[src/rtl/trap_sequencer_pkg.sv]
// trap_sequencer_pkg: state, trap kind, CSR address and mstatus constants for the trap sequencer
package trap_sequencer_pkg;
  typedef enum logic [2:0] {
    K_EXC    = 3'd0,
    K_ECALL  = 3'd1,
    K_EBREAK = 3'd2,
    K_MRET   = 3'd3,
    K_FENCEI = 3'd4
  } trap_kind_e;
  localparam logic [3:0] S_IDLE        = 4'd0;
  localparam logic [3:0] S_DRAIN       = 4'd1;
  localparam logic [3:0] S_W_MEPC      = 4'd2;
  localparam logic [3:0] S_W_MCAUSE    = 4'd3;
  localparam logic [3:0] S_W_MTVAL     = 4'd4;
  localparam logic [3:0] S_R_MSTATUS   = 4'd5;
  localparam logic [3:0] S_W_MSTATUS   = 4'd6;
  localparam logic [3:0] S_R_MTVEC     = 4'd7;
  localparam logic [3:0] S_REDIRECT    = 4'd8;
  localparam logic [3:0] S_R_MEPC      = 4'd9;
  localparam logic [3:0] S_R_MSTATUS_M = 4'd10;
  localparam logic [3:0] S_W_MSTATUS_M = 4'd11;
  localparam logic [11:0] CSR_MSTATUS = 12'h300;
  localparam logic [11:0] CSR_MTVEC   = 12'h305;
  localparam logic [11:0] CSR_MEPC    = 12'h341;
  localparam logic [11:0] CSR_MCAUSE  = 12'h342;
  localparam logic [11:0] CSR_MTVAL   = 12'h343;
  localparam int MIE_BIT  = 3;
  localparam int MPIE_BIT = 7;
  localparam int MPP_LO   = 11;
  localparam logic [4:0] CAUSE_BREAKPOINT = 5'd3;
  localparam logic [4:0] CAUSE_ECALL_M    = 5'd11;
endpackage

[src/rtl/trap_sequencer_if.sv]
// trap_sequencer_if: trap request, interrupt, CSR port and redirect signals of the trap sequencer
interface trap_sequencer_if #(parameter int XLEN = 32, parameter int NUM_IRQ = 4);
  import trap_sequencer_pkg::*;
  logic               trap_valid;
  trap_kind_e         trap_kind;
  logic [4:0]         trap_code;
  logic [XLEN-1:0]    trap_pc;
  logic [XLEN-1:0]    trap_tval;
  logic [NUM_IRQ-1:0] irq_pending;
  logic [NUM_IRQ-1:0] irq_enable;
  logic [XLEN-1:0]    irq_pc;
  logic [XLEN-1:0]    csr_rdata;
  logic               csr_we;
  logic [11:0]        csr_addr;
  logic [XLEN-1:0]    csr_wdata;
  logic               busy;
  logic               redirect_valid;
  logic [XLEN-1:0]    redirect_pc;
  logic               flush;
  logic               ic_clean;
  logic               debug_mode;
  modport master (
    input  trap_valid, trap_kind, trap_code, trap_pc, trap_tval, irq_pending, irq_enable, irq_pc, csr_rdata,
    output csr_we, csr_addr, csr_wdata, busy, redirect_valid, redirect_pc, flush, ic_clean, debug_mode
  );
  modport slave (
    output trap_valid, trap_kind, trap_code, trap_pc, trap_tval, irq_pending, irq_enable, irq_pc, csr_rdata,
    input  csr_we, csr_addr, csr_wdata, busy, redirect_valid, redirect_pc, flush, ic_clean, debug_mode
  );
endinterface

[src/rtl/irq_priority_encoder.sv]
// irq_priority_encoder: lowest-index-wins encoder over the enabled interrupt lines
module irq_priority_encoder #(
  parameter int NUM_IRQ = 4,
  parameter int IW = (NUM_IRQ > 1) ? $clog2(NUM_IRQ) : 1
) (
  input  logic [NUM_IRQ-1:0] req,
  output logic               valid,
  output logic [IW-1:0]      idx
);
  always_comb begin
    valid = |req;
    idx = '0;
    for (int i = NUM_IRQ - 1; i >= 0; i--) if (req[i]) idx = IW'(i);
  end
endmodule

[src/rtl/trap_sequencer.sv]
// trap_sequencer: machine-mode trap entry/MRET CSR sequencer with PC redirect and flush
module trap_sequencer #(
  parameter int XLEN          = 32,
  parameter int NUM_IRQ       = 4,
  parameter int IRQ_CODE_BASE = 16,
  parameter int DRAIN_CYCLES  = 3,
  parameter int DEBUG_EBREAK  = 1,
  parameter int MRET_PLUS4    = 1
) (
  input logic clk,
  input logic reset,
  trap_sequencer_if.master bus
);
  import trap_sequencer_pkg::*;
  localparam int IW = (NUM_IRQ > 1) ? $clog2(NUM_IRQ) : 1;
  logic [3:0]      state;
  trap_kind_e      kind_q;
  logic [XLEN-1:0] pc_q, cause_q, tval_q, tgt_q, mst_q, mst_trap, mst_mret, base;
  logic [3:0]      cnt_q;
  logic            mie_q, irq_valid, idle, dbg_q;
  logic [IW-1:0]   irq_idx;
  irq_priority_encoder #(.NUM_IRQ(NUM_IRQ), .IW(IW)) u_enc (
    .req(bus.irq_pending & bus.irq_enable), .valid(irq_valid), .idx(irq_idx)
  );
  assign idle = state == S_IDLE;
  assign base = {bus.csr_rdata[XLEN-1:2], 2'b00};
  always_comb begin
    mst_trap = mst_q;
    mst_trap[MPIE_BIT] = mst_q[MIE_BIT];
    mst_trap[MIE_BIT] = 1'b0;
    mst_trap[MPP_LO+:2] = 2'b11;
    mst_mret = mst_q;
    mst_mret[MIE_BIT] = mst_q[MPIE_BIT];
    mst_mret[MPIE_BIT] = 1'b1;
  end
  // idle cycles keep mstatus on the port so the MIE copy stays fresh
  assign bus.csr_addr = reset ? 12'h000 :
                        (state == S_W_MEPC || state == S_R_MEPC) ? CSR_MEPC :
                        state == S_W_MCAUSE ? CSR_MCAUSE :
                        state == S_W_MTVAL  ? CSR_MTVAL :
                        state == S_R_MTVEC  ? CSR_MTVEC : CSR_MSTATUS;
  assign bus.csr_we = state inside {S_W_MEPC, S_W_MCAUSE, S_W_MTVAL, S_W_MSTATUS, S_W_MSTATUS_M};
  assign bus.csr_wdata = state == S_W_MEPC      ? pc_q :
                         state == S_W_MCAUSE    ? cause_q :
                         state == S_W_MTVAL     ? tval_q :
                         state == S_W_MSTATUS   ? mst_trap :
                         state == S_W_MSTATUS_M ? mst_mret : '0;
  assign bus.busy = !idle && state != S_REDIRECT;
  assign bus.redirect_valid = state == S_REDIRECT;
  assign bus.flush = state == S_REDIRECT;
  assign bus.redirect_pc = bus.redirect_valid ? tgt_q : '0;
  assign bus.ic_clean = !reset && idle && bus.trap_valid && bus.trap_kind == K_FENCEI;
  assign bus.debug_mode = dbg_q;
  always_ff @(posedge clk or posedge reset) begin
    if (reset) begin
      state <= S_IDLE;
      kind_q <= K_EXC;
      pc_q <= '0;
      cause_q <= '0;
      tval_q <= '0;
      tgt_q <= '0;
      mst_q <= '0;
      cnt_q <= '0;
      mie_q <= 1'b0;
      dbg_q <= 1'b0;
    end else begin
      if (bus.csr_addr == CSR_MSTATUS) mie_q <= bus.csr_we ? bus.csr_wdata[MIE_BIT] : bus.csr_rdata[MIE_BIT];
      case (state)
        S_IDLE: begin
          cnt_q <= '0;
          if (bus.trap_valid) begin
            kind_q <= bus.trap_kind;
            pc_q <= bus.trap_pc;
            tval_q <= bus.trap_tval;
            case (bus.trap_kind)
              K_EXC: begin
                cause_q <= XLEN'(bus.trap_code);
                state <= S_W_MEPC;
              end
              K_EBREAK: begin
                cause_q <= XLEN'(CAUSE_BREAKPOINT);
                state <= S_W_MEPC;
              end
              K_ECALL: begin
                cause_q <= XLEN'(CAUSE_ECALL_M);
                state <= DRAIN_CYCLES == 0 ? S_W_MEPC : S_DRAIN;
              end
              K_MRET: begin
                dbg_q <= 1'b0;
                state <= S_R_MEPC;
              end
              default: ;
            endcase
          end else if (mie_q && irq_valid) begin
            kind_q <= K_EXC;
            cause_q <= {1'b1, (XLEN-1)'(IRQ_CODE_BASE) + (XLEN-1)'(irq_idx)};
            pc_q <= bus.irq_pc;
            tval_q <= '0;
            state <= DRAIN_CYCLES == 0 ? S_W_MEPC : S_DRAIN;
          end
        end
        S_DRAIN: begin
          if (cnt_q == 4'(DRAIN_CYCLES - 1)) state <= S_W_MEPC;
          else cnt_q <= cnt_q + 4'd1;
        end
        S_W_MEPC: state <= S_W_MCAUSE;
        S_W_MCAUSE: begin
          if (DEBUG_EBREAK != 0 && kind_q == K_EBREAK) begin
            dbg_q <= 1'b1;
            state <= S_IDLE;
          end else state <= S_W_MTVAL;
        end
        S_W_MTVAL: state <= S_R_MSTATUS;
        S_R_MSTATUS: begin
          mst_q <= bus.csr_rdata;
          state <= S_W_MSTATUS;
        end
        S_W_MSTATUS: state <= S_R_MTVEC;
        S_R_MTVEC: begin
          tgt_q <= (bus.csr_rdata[1:0] == 2'b01 && cause_q[XLEN-1]) ? base + XLEN'({cause_q[4:0], 2'b00}) : base;
          state <= S_REDIRECT;
        end
        S_R_MEPC: begin
          tgt_q <= base + XLEN'(MRET_PLUS4 != 0 ? 3'd4 : 3'd0);
          state <= S_R_MSTATUS_M;
        end
        S_R_MSTATUS_M: begin
          mst_q <= bus.csr_rdata;
          state <= S_W_MSTATUS_M;
        end
        S_W_MSTATUS_M: state <= S_REDIRECT;
        default: state <= S_IDLE;
      endcase
    end
  end
endmodule
[src/flat_wrapper.sv]
// flat-port wrapper written by rule: the top's interface ports become plain ports
module trap_sequencer_flat import trap_sequencer_pkg::*;
#(
  parameter int XLEN          = 32,
  parameter int NUM_IRQ       = 4,
  parameter int IRQ_CODE_BASE = 16,
  parameter int DRAIN_CYCLES  = 3,
  parameter int DEBUG_EBREAK  = 1,
  parameter int MRET_PLUS4    = 1
)
  (clk, reset, bus_trap_valid, bus_trap_kind, bus_trap_code, bus_trap_pc, bus_trap_tval, bus_irq_pending, bus_irq_enable, bus_irq_pc, bus_csr_rdata, bus_csr_we, bus_csr_addr, bus_csr_wdata, bus_busy, bus_redirect_valid, bus_redirect_pc, bus_flush, bus_ic_clean, bus_debug_mode);
  trap_sequencer_if #(.XLEN(XLEN), .NUM_IRQ(NUM_IRQ)) bus_i ();
  input logic clk;
  input logic reset;
  input wire logic [$bits(bus_i.trap_valid)-1:0] bus_trap_valid;
  input wire logic [$bits(bus_i.trap_kind)-1:0] bus_trap_kind;
  input wire logic [$bits(bus_i.trap_code)-1:0] bus_trap_code;
  input wire logic [$bits(bus_i.trap_pc)-1:0] bus_trap_pc;
  input wire logic [$bits(bus_i.trap_tval)-1:0] bus_trap_tval;
  input wire logic [$bits(bus_i.irq_pending)-1:0] bus_irq_pending;
  input wire logic [$bits(bus_i.irq_enable)-1:0] bus_irq_enable;
  input wire logic [$bits(bus_i.irq_pc)-1:0] bus_irq_pc;
  input wire logic [$bits(bus_i.csr_rdata)-1:0] bus_csr_rdata;
  output wire logic [$bits(bus_i.csr_we)-1:0] bus_csr_we;
  output wire logic [$bits(bus_i.csr_addr)-1:0] bus_csr_addr;
  output wire logic [$bits(bus_i.csr_wdata)-1:0] bus_csr_wdata;
  output wire logic [$bits(bus_i.busy)-1:0] bus_busy;
  output wire logic [$bits(bus_i.redirect_valid)-1:0] bus_redirect_valid;
  output wire logic [$bits(bus_i.redirect_pc)-1:0] bus_redirect_pc;
  output wire logic [$bits(bus_i.flush)-1:0] bus_flush;
  output wire logic [$bits(bus_i.ic_clean)-1:0] bus_ic_clean;
  output wire logic [$bits(bus_i.debug_mode)-1:0] bus_debug_mode;
  assign bus_i.trap_valid = bus_trap_valid;
  assign bus_i.trap_kind = bus_trap_kind;
  assign bus_i.trap_code = bus_trap_code;
  assign bus_i.trap_pc = bus_trap_pc;
  assign bus_i.trap_tval = bus_trap_tval;
  assign bus_i.irq_pending = bus_irq_pending;
  assign bus_i.irq_enable = bus_irq_enable;
  assign bus_i.irq_pc = bus_irq_pc;
  assign bus_i.csr_rdata = bus_csr_rdata;
  assign bus_csr_we = bus_i.csr_we;
  assign bus_csr_addr = bus_i.csr_addr;
  assign bus_csr_wdata = bus_i.csr_wdata;
  assign bus_busy = bus_i.busy;
  assign bus_redirect_valid = bus_i.redirect_valid;
  assign bus_redirect_pc = bus_i.redirect_pc;
  assign bus_flush = bus_i.flush;
  assign bus_ic_clean = bus_i.ic_clean;
  assign bus_debug_mode = bus_i.debug_mode;
  trap_sequencer #(.XLEN(XLEN), .NUM_IRQ(NUM_IRQ), .IRQ_CODE_BASE(IRQ_CODE_BASE), .DRAIN_CYCLES(DRAIN_CYCLES), .DEBUG_EBREAK(DEBUG_EBREAK), .MRET_PLUS4(MRET_PLUS4)) u_core (.clk(clk), .reset(reset), .bus(bus_i));
endmodule
[config.mk]
export PLATFORM = sky130hd
export DESIGN_NAME = trap_sequencer_flat
export DESIGN_NICKNAME = d
export VERILOG_FILES = /design/src/rtl/trap_sequencer_pkg.sv /design/src/rtl/trap_sequencer_if.sv /design/src/rtl/irq_priority_encoder.sv /design/src/rtl/trap_sequencer.sv /design/src/flat_wrapper.sv
export SDC_FILE = /design/constraint.sdc
export NUM_CORES = 1
export LEC_CHECK = 0
export ABC_AREA = 1
export CORE_UTILIZATION = 49
export CTS_CLUSTER_DIAMETER = 80
export DETAILED_ROUTE_END_ITERATION = 8
export GPL_ROUTABILITY_DRIVEN = 1
export HOLD_SLACK_MARGIN = 0.12
export PLACE_DENSITY = 0.81
export SYNTH_ARGS = -nofsm -noshare
export SYNTH_HDL_FRONTEND = slang
export SYNTH_SLANG_ARGS = --single-unit
[constraint.sdc]
create_clock -name clk -period 6.4 [get_ports clk]
set_clock_uncertainty 0.1 [all_clocks]
set_input_delay 1.28 -clock clk [delete_from_list [all_inputs] [get_ports clk]]
set_output_delay 1.28 -clock clk [all_outputs]
set_load 0.03 [all_outputs]
Figure 1. Wiring by layer (run 1).
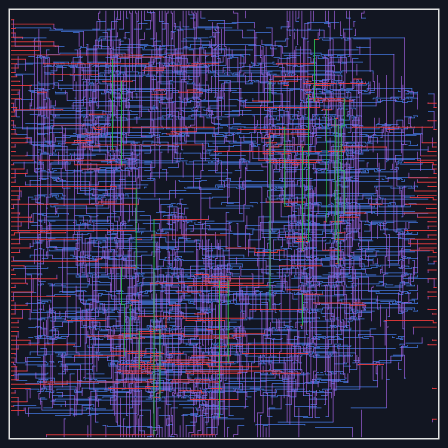
colour	layer	wire length
green	metal 4	625 µm
red	metal 3	2230 µm
purple	metal 2	11400 µm
blue	metal 1	11100 µm

Figure 2. Selected gate families (run 1).
Scale bar: 50 µm.
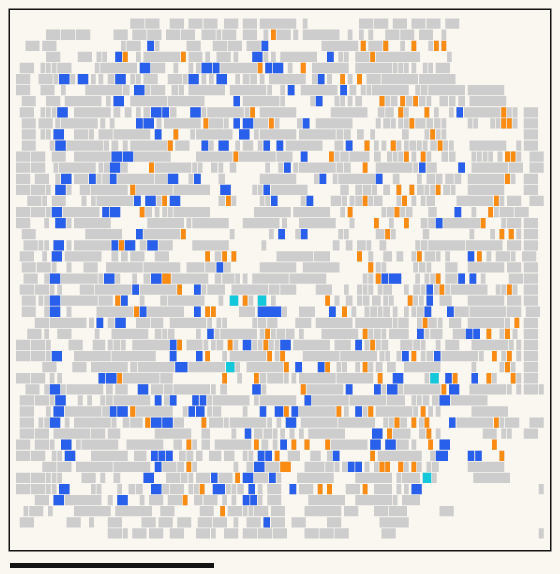
colour	family	cells	most used
orange	inv cells	147	inv_1
cyan	and/or cells	5	or2_2
blue	aoi and oai cells	186	o21ai_0

==> run notes, run 1 <==
Physical implementation.

- The synthesized netlist contains 42 unique library cells.
- The class of the tightest hold or removal check is flop to flop.
- The number of fill cells is 1418.
- The final critical-path setup slack is 1660 ps.
- The number of signal-net buffers in the layout is 228.
- The final hold violation count recorded for this run is 0.
- The final count of pins violating max slew is 0.
- In the layout the commonest cells are 261 x nand2_1, 220 x clkdlybuf4s50_1, 157 x nor2_1.
- Hold analysis lists the worst path endpoint as u_core.tgt_q[28]$_DFFE_PP0P_.
- The fraction of final cell area spent on clock buffers and inverters in this run is 5.40%.
- RePlAce ended its routability-driven mode at a weighted congestion of 0.944.
- According to the timing report, the critical path is captured at bus_csr_wdata[7].
- The simple-gate portion of the synthesized area is 28.4%.
- The run finished with clean final reports.
- The met3 layer wire length in the routed design is 2230 µm.
- The number of cells in Yosys stat is 1135.
- For the finished layout, the period the worst path requires is 4740 ps.
- The worst register-to-register path begins at u_core.state[3]$_DFFE_PP0P_.
- In this run the remaining antenna-violating nets after routing total 0.
- The cell class with the largest area share is logic gates.
- The number of well taps is 220.
- Tracing the worst setup path back leads to its startpoint at u_core.state[3]$_DFFE_PP0P_.
- The standard cell area after detailed placement is 10600 µm².
- The via count of the first global-routing pass is 7995.
Figure 3. Register map, names as in the netlist (run 1).
Other sequential cells in the stronger grey, the rest of the logic in the fainter grey.
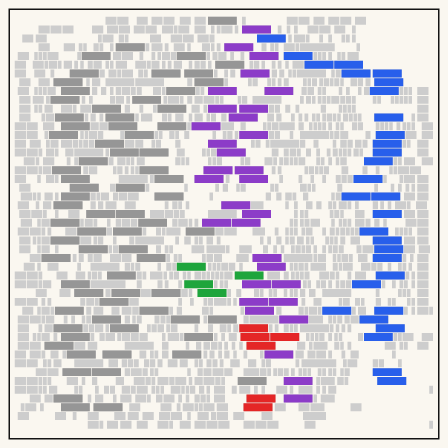
colour	signal	placed flops
blue	`u_core.tgt_q`	30
purple	`u_core.mst_q`	32
green	`u_core.state`	4
red	`u_core.cause_q`	6

Figure 4. Pin placement (run 1).
Pins as bars across the die edge, other pins in grey.
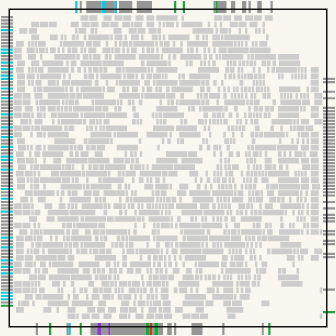
colour	port	pins	direction	edge
green	`bus_csr_addr`	12	output	7 south, 3 north, 1 west, 1 east
cyan	`bus_irq_pc`	32	input	27 west, 4 north, 1 south
red	`reset`	1	input	south
purple	`bus_trap_kind`	3	input	south
all pins by edge	90 west, 49 south, 45 north, 45 east

Figure 5. Clock routing (run 1).
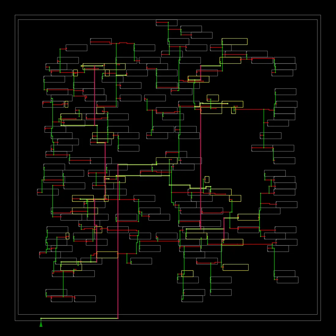

==> inputs of run 2 (changes only) <==
CORE_UTILIZATION = 44   (was 49)
PLACE_DENSITY = 0.77   (was 0.81)
clock period = 4.3 ns   (was 6.4 ns; I/O delays follow)
Figure 6. Clock routing (run 2).
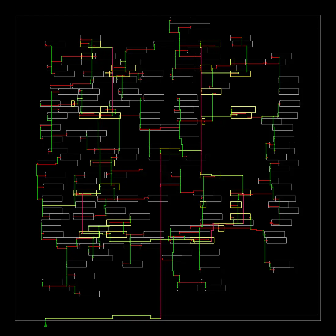
number of clock buffers inserted by TritonCTS: 17
power in the clock group: 1.59 mW
final sequential cell count: 145
tally of clock buffers in the finished layout: 23

==> run notes, run 2 <==
Physical implementation.

- The flow ran to the end, and the final reports show no timing, DRC or antenna violations.
- The critical path goes through nor2_1 > inv_2 > nor2_1 > inv_1 > nor2_1 > clkdlybuf4s50_1.
- The initial antenna violation count came to 1.
- The startpoint identified for the worst register-to-register timing path is u_core.state[0]$_DFFE_PP0P_.
- The routed design could run at a clock period as short as 3820 ps.
- The simple-gate portion of the synthesized area is 28.4%.
- The peak fanout along the critical path is 30.
- The met3 layer wire length in the routed design is 2270 µm.
- The critical path startpoint is u_core.state[0]$_DFFE_PP0P_.
- The last weighted congestion value of the routability-driven placer is 0.914.
- In the final layout, the fill cell count is 1663.
- The via count of the first global-routing pass is 7864.
- Ranked by total area, the top cell class in this layout is logic gates.
- The final routed DRC violation total is 0.
- Tap insertion was completed with 234 tapcells.
- The placement report lists the number of port buffers as 220.
- The tightest slew margin relative to the limit is 19.8%.
- The top layer used by detailed routing is met4.
- After clock tree synthesis, the setup repair step added 0 buffers.
- The final max-slew violation count recorded for this run is 0.
- The relative area of non-clock buffer cells in the final design is 20.0%.
- The layout-stage area growth over the synthesis result is 34.9%.
- Once detail routing completed, the nets flagged for antenna violations numbered 0.
- In this run the count of I/O pins placed on the die edge is 229.
- TritonRoute output was used to compute an average wire per cell of 16.6 µm.
- Per the layout report, the design carries 230 non-clock buffers.
- The count of multi-input gates is 791.
- The endpoint of the worst hold path is reported as u_core.tgt_q[19]$_DFFE_PP0P_.
- The worst path meets setup with 480 ps of slack.
- The synth_stat.txt file lists the number of cells as 1135.
- The class of the tightest hold or removal check is flop to flop.
- By instance count after routing, the leading logic cell types are 261 x nand2_1, 195 x clkdlybuf4s50_1, 157 x nor2_1.
- The leakage power is 5.17 nW.
- The capture point of the critical path is bus_redirect_pc[6].
- After detailed placement, the total cell area comes to 10600 µm².
- For reference, the final report shows the hold violation count at 0.
- The gate-level netlist out of Yosys references 42 unique cell types.
- The share of the final layout cell area in sequential cells is 32.2%.
- The largest registers in the layout are u_core.mst_q (32), u_core.pc_q (32), u_core.tval_q (32).
- In the final layout, clock buffers and inverters account for 5.61% of the cell area.
- For this run, global-route usage on met2 was measured as 41.6%.
- Per the layout report, the design carries 147 non-clock inverters.
- The total of flip-flops plus latches after synthesis is 145.
Figure 7. Wiring by layer (run 2).
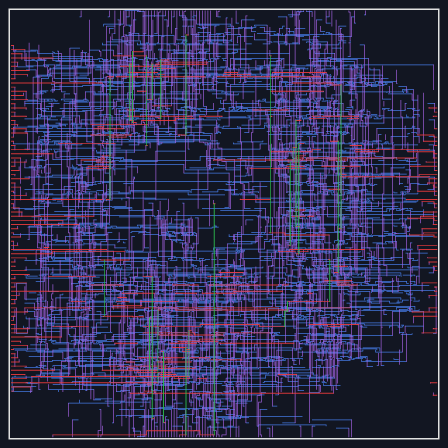
colour	layer	wire length
green	metal 4	694 µm
purple	metal 2	11700 µm
blue	metal 1	11600 µm
red	metal 3	2270 µm

Power is estimated from default activity; no workload was simulated.
